**Clock network drawn from the DEF**

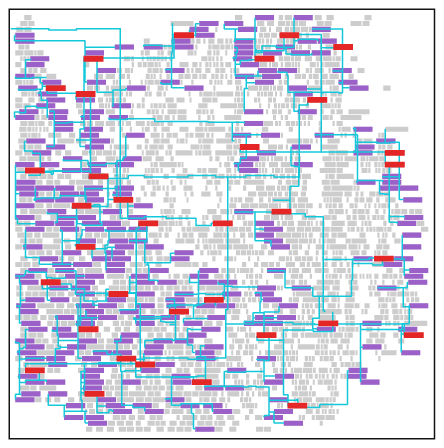
**Close-up of the layout**

Scale bar: 10 um. Region (86, 47) to (111, 72) um. Cells in gray, sequential cells in the stronger gray; small squares are vias.
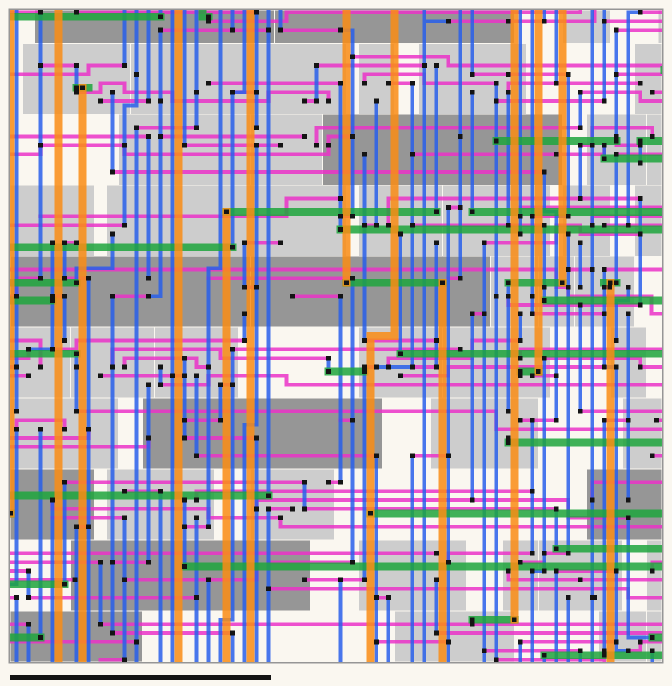
**Cell placement**

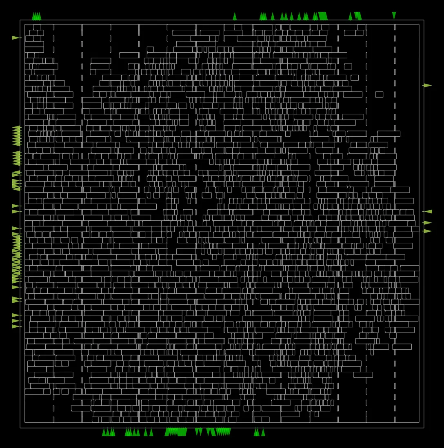
**Wire density map**

39 x 40 tiles, from black (low) to pale yellow (high), scaled to the fullest tile. Values are wire area over tile area, all layers added.
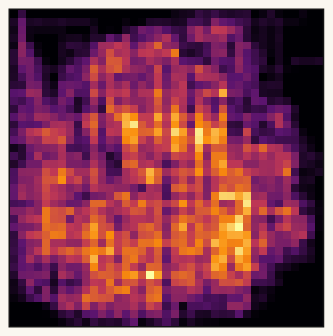
**Selected gate families**

Scale bar: 50 um.
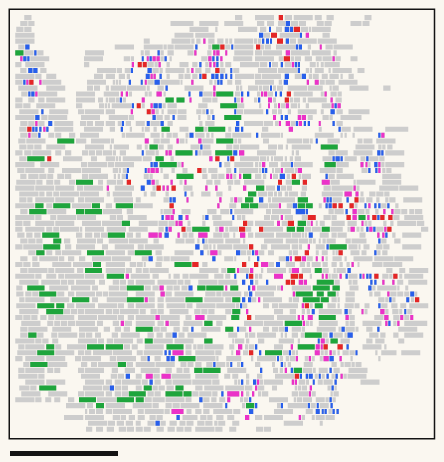
### src/rtl/letter_pkg.sv
// Shared slot record and default sizing for the falling-letter pool.
package letter_pkg;

    localparam int SLOTS_D        = 8;
    localparam int BOTTOM_D       = 480;
    localparam int SPAWN_PERIOD_D = 30;
    localparam int IDX_W          = $clog2(SLOTS_D);

    typedef struct packed {
        logic       active;
        logic [7:0] ch;
        logic [2:0] speed;
        logic [8:0] x;
        logic [9:0] y;
    } letter_t;

endpackage

### src/rtl/letter_pick.sv
// Combinational slot selection: first free slot, and the deepest slot matching a key.
module letter_pick
    import letter_pkg::*;
#(
    parameter int SLOTS = SLOTS_D,
    localparam int IDX_W = $clog2(SLOTS)
) (
    input  letter_t [SLOTS-1:0] slots,
    input  logic [7:0]          key_ascii,
    output logic                free_ok,
    output logic [IDX_W-1:0]    free_idx,
    output logic                match_ok,
    output logic [IDX_W-1:0]    match_idx
);

    logic [8:0] best_x;

    always_comb begin
        free_ok   = 1'b0;
        free_idx  = '0;
        match_ok  = 1'b0;
        match_idx = '0;
        best_x    = '0;
        for (int unsigned i = 0; i < SLOTS; i++) begin
            if (!free_ok && !slots[i].active) begin
                free_ok  = 1'b1;
                free_idx = IDX_W'(i);
            end
            // strict > keeps the lowest index on equal depth
            if (slots[i].active && slots[i].ch == key_ascii &&
                (!match_ok || slots[i].x > best_x)) begin
                match_ok  = 1'b1;
                match_idx = IDX_W'(i);
                best_x    = slots[i].x;
            end
        end
    end

endmodule

### src/rtl/letter_pool.sv
// Falling-letter pool: spawns, moves and retires on-screen letters; keeps hit/miss counts.
module letter_pool
    import letter_pkg::*;
#(
    parameter int SLOTS        = SLOTS_D,
    parameter int BOTTOM       = BOTTOM_D,
    parameter int SPAWN_PERIOD = SPAWN_PERIOD_D,
    localparam int IDX_W = $clog2(SLOTS)
) (
    input  logic             clk,
    input  logic             clrn,
    input  logic             run,
    input  logic             frame_tick,
    input  logic [7:0]       gen_ch,
    input  logic [2:0]       gen_speed,
    input  logic [8:0]       gen_x,
    input  logic [9:0]       gen_y,
    input  logic             key_valid,
    input  logic [7:0]       key_ascii,
    input  logic [IDX_W-1:0] rd_idx,
    output logic             rd_active,
    output logic [7:0]       rd_ch,
    output logic [8:0]       rd_x,
    output logic [9:0]       rd_y,
    output logic             hit,
    output logic             miss,
    output logic             wrong,
    output logic [15:0]      score,
    output logic [15:0]      miss_cnt,
    output logic [IDX_W:0]   live_cnt
);

    localparam int CNT_W = (SPAWN_PERIOD > 1) ? $clog2(SPAWN_PERIOD) : 1;

    letter_t [SLOTS-1:0] slots, slots_nx;
    logic [CNT_W-1:0]    spawn_cnt;
    logic                spawn_pend;
    logic                free_ok, match_ok, key_hit, spawn_wrap;
    logic [IDX_W-1:0]    free_idx, match_idx;
    logic [IDX_W:0]      miss_n, pop;
    logic [9:0]          sum;
    logic [16:0]         miss_sum;

    letter_pick #(.SLOTS(SLOTS)) u_pick (
        .slots     (slots),
        .key_ascii (key_ascii),
        .free_ok   (free_ok),
        .free_idx  (free_idx),
        .match_ok  (match_ok),
        .match_idx (match_idx)
    );

    assign key_hit    = key_valid && match_ok;
    assign spawn_wrap = (spawn_cnt == CNT_W'(SPAWN_PERIOD - 1));

    // key, motion and spawn all read the pre-update slots; they touch disjoint slots
    always_comb begin
        slots_nx = slots;
        miss_n   = '0;
        sum      = '0;
        pop      = '0;
        for (int unsigned i = 0; i < SLOTS; i++) begin
            pop = pop + (IDX_W+1)'(slots[i].active);
            if (frame_tick && slots[i].active && !(key_hit && match_idx == IDX_W'(i))) begin
                sum = {1'b0, slots[i].x} + {7'b0, slots[i].speed};
                if (sum >= 10'(BOTTOM)) begin
                    slots_nx[i] = '0;
                    miss_n      = miss_n + 1'b1;
                end else begin
                    slots_nx[i].x = sum[8:0];
                end
            end
        end
        if (key_hit)
            slots_nx[match_idx] = '0;
        if (spawn_pend && free_ok) begin
            slots_nx[free_idx].active = 1'b1;
            slots_nx[free_idx].ch     = gen_ch;
            slots_nx[free_idx].speed  = (gen_speed == 3'd0) ? 3'd1 : gen_speed;
            slots_nx[free_idx].x      = gen_x;
            slots_nx[free_idx].y      = gen_y;
        end
        miss_sum = {1'b0, miss_cnt} + 17'(miss_n);
    end

    always_ff @(posedge clk or negedge clrn) begin
        if (!clrn) begin
            slots      <= '0;
            spawn_cnt  <= '0;
            spawn_pend <= 1'b0;
            score      <= '0;
            miss_cnt   <= '0;
            live_cnt   <= '0;
            hit        <= 1'b0;
            miss       <= 1'b0;
            wrong      <= 1'b0;
        end else begin
            live_cnt <= pop;
            if (run) begin
                slots      <= slots_nx;
                hit        <= key_hit;
                wrong      <= key_valid && !match_ok;
                miss       <= (miss_n != '0);
                miss_cnt   <= miss_sum[16] ? 16'hFFFF : miss_sum[15:0];
                spawn_pend <= frame_tick && spawn_wrap;
                if (key_hit && score != 16'hFFFF)
                    score <= score + 16'd1;
                if (frame_tick)
                    spawn_cnt <= spawn_wrap ? '0 : spawn_cnt + 1'b1;
            end else begin
                hit   <= 1'b0;
                wrong <= 1'b0;
                miss  <= 1'b0;
            end
        end
    end

    assign rd_active = slots[rd_idx].active;
    assign rd_ch     = slots[rd_idx].ch;
    assign rd_x      = slots[rd_idx].x;
    assign rd_y      = slots[rd_idx].y;

endmodule

### config.mk
export PLATFORM = sky130hd
export DESIGN_NAME = letter_pool
export DESIGN_NICKNAME = d
export VERILOG_FILES = /design/src/rtl/letter_pkg.sv /design/src/rtl/letter_pick.sv /design/src/rtl/letter_pool.sv
export SDC_FILE = /design/constraint.sdc
export NUM_CORES = 1
export LEC_CHECK = 0
export CAP_MARGIN = 5
export CORE_AREA = 2 2 194 196
export CTS_CLUSTER_DIAMETER = 100
export DETAILED_ROUTE_END_ITERATION = 16
export DIE_AREA = 0 0 196 198
export PLACE_DENSITY = 0.82
export SYNTH_ARGS = -nofsm -noshare
export SYNTH_HDL_FRONTEND = slang
export SYNTH_SLANG_ARGS = --single-unit
### constraint.sdc
create_clock -name clk -period 23.4 [get_ports clk]
set_input_delay 4.68 -clock clk [delete_from_list [all_inputs] [get_ports clk]]
set_output_delay 4.68 -clock clk [all_outputs]
set_load 0.01 [all_outputs]
==> summary.txt <==
run results: result of the run=finished clean, sequential cells=around 290, cell area power density=74.6 nW/um2, area share, top type=between 30% and 40%, worst-case clock buffer depth=3, TNS Setup=0 ps, global routing usage on met3=8.99%, hold-fix buffer count after cts=0, r2r worst-path depth=98, minimum period implied by the final worst setup slack=22460 ps, Routability Congestion=1.02, Crit Reg-Reg Endpoint=miss_cnt[15], multiplexer share of the synthesized area=about a tenth, most frequent cells after synthesis=dfrtp_1, a22o_1, nand2_1, average vias per placed instance=a little under 7, number of logic stages on the critical path including buffering=99, Combinational Gates=1481, end point of the worst hold path=score[9], share of the synthesized netlist area taken by xor and xnor gates=5.69%, setup bufs post-CTS=0, first-pass detailed-route iteration total=6, max-cap violation count=0, sequential share of power=39.2%, largest power group=sequential cells, crit-path max cell delay=520 ps, initial antenna violation count=0, Setup crit start=key_ascii[7], Routed Antenna Nets=0, total CTS buffers=34, WL met1=25400 um, DIE AREA=38800 um2, number of violations reported at the end of detailed-routing iteration 0=slightly above 2000, Placed Instances=2496, cell with the most instances after synthesis=dfrtp_1
## Picture notes: 'clock network drawn from the DEF'
Red is clock-net drivers, count 34. Purple is flip-flops, count 293. Cyan is clock wires, length 4280 um.
Position of the flops: all over the die.

## Picture notes: 'close-up of the layout'
Green is M3. Blue is M2. Magenta is M1. Orange is M4.
Netlist names of flops here include `slots` (6). 38 logic cells have their middle in the window. Sequential cells in the window: 6. Most frequent: mux2_2 (7), a22o_1 (6), dfrtp_1 (6).

## Picture notes: 'cell placement'
area of the core region: 37000 um2
Tap Count: 474
number of rows in the core area: 71
share of the final layout cell area in sequential cells: 32.1%

## Picture notes: 'wire density map'
The densest ninth of the die: middle. The fullest tile reaches 0.90. 25% of the tiles are over half the peak. The mean over all tiles is 0.30.

## Picture notes: 'selected gate families'
Red is and/or cells, cells 64, most used and3_1. Blue is nand cells, cells 261, most used nand2_1. Magenta is nor cells, cells 212, most used nor2_1. Green is mux cells, cells 118, most used mux4_2.

Power is estimated from default activity; no workload was simulated.
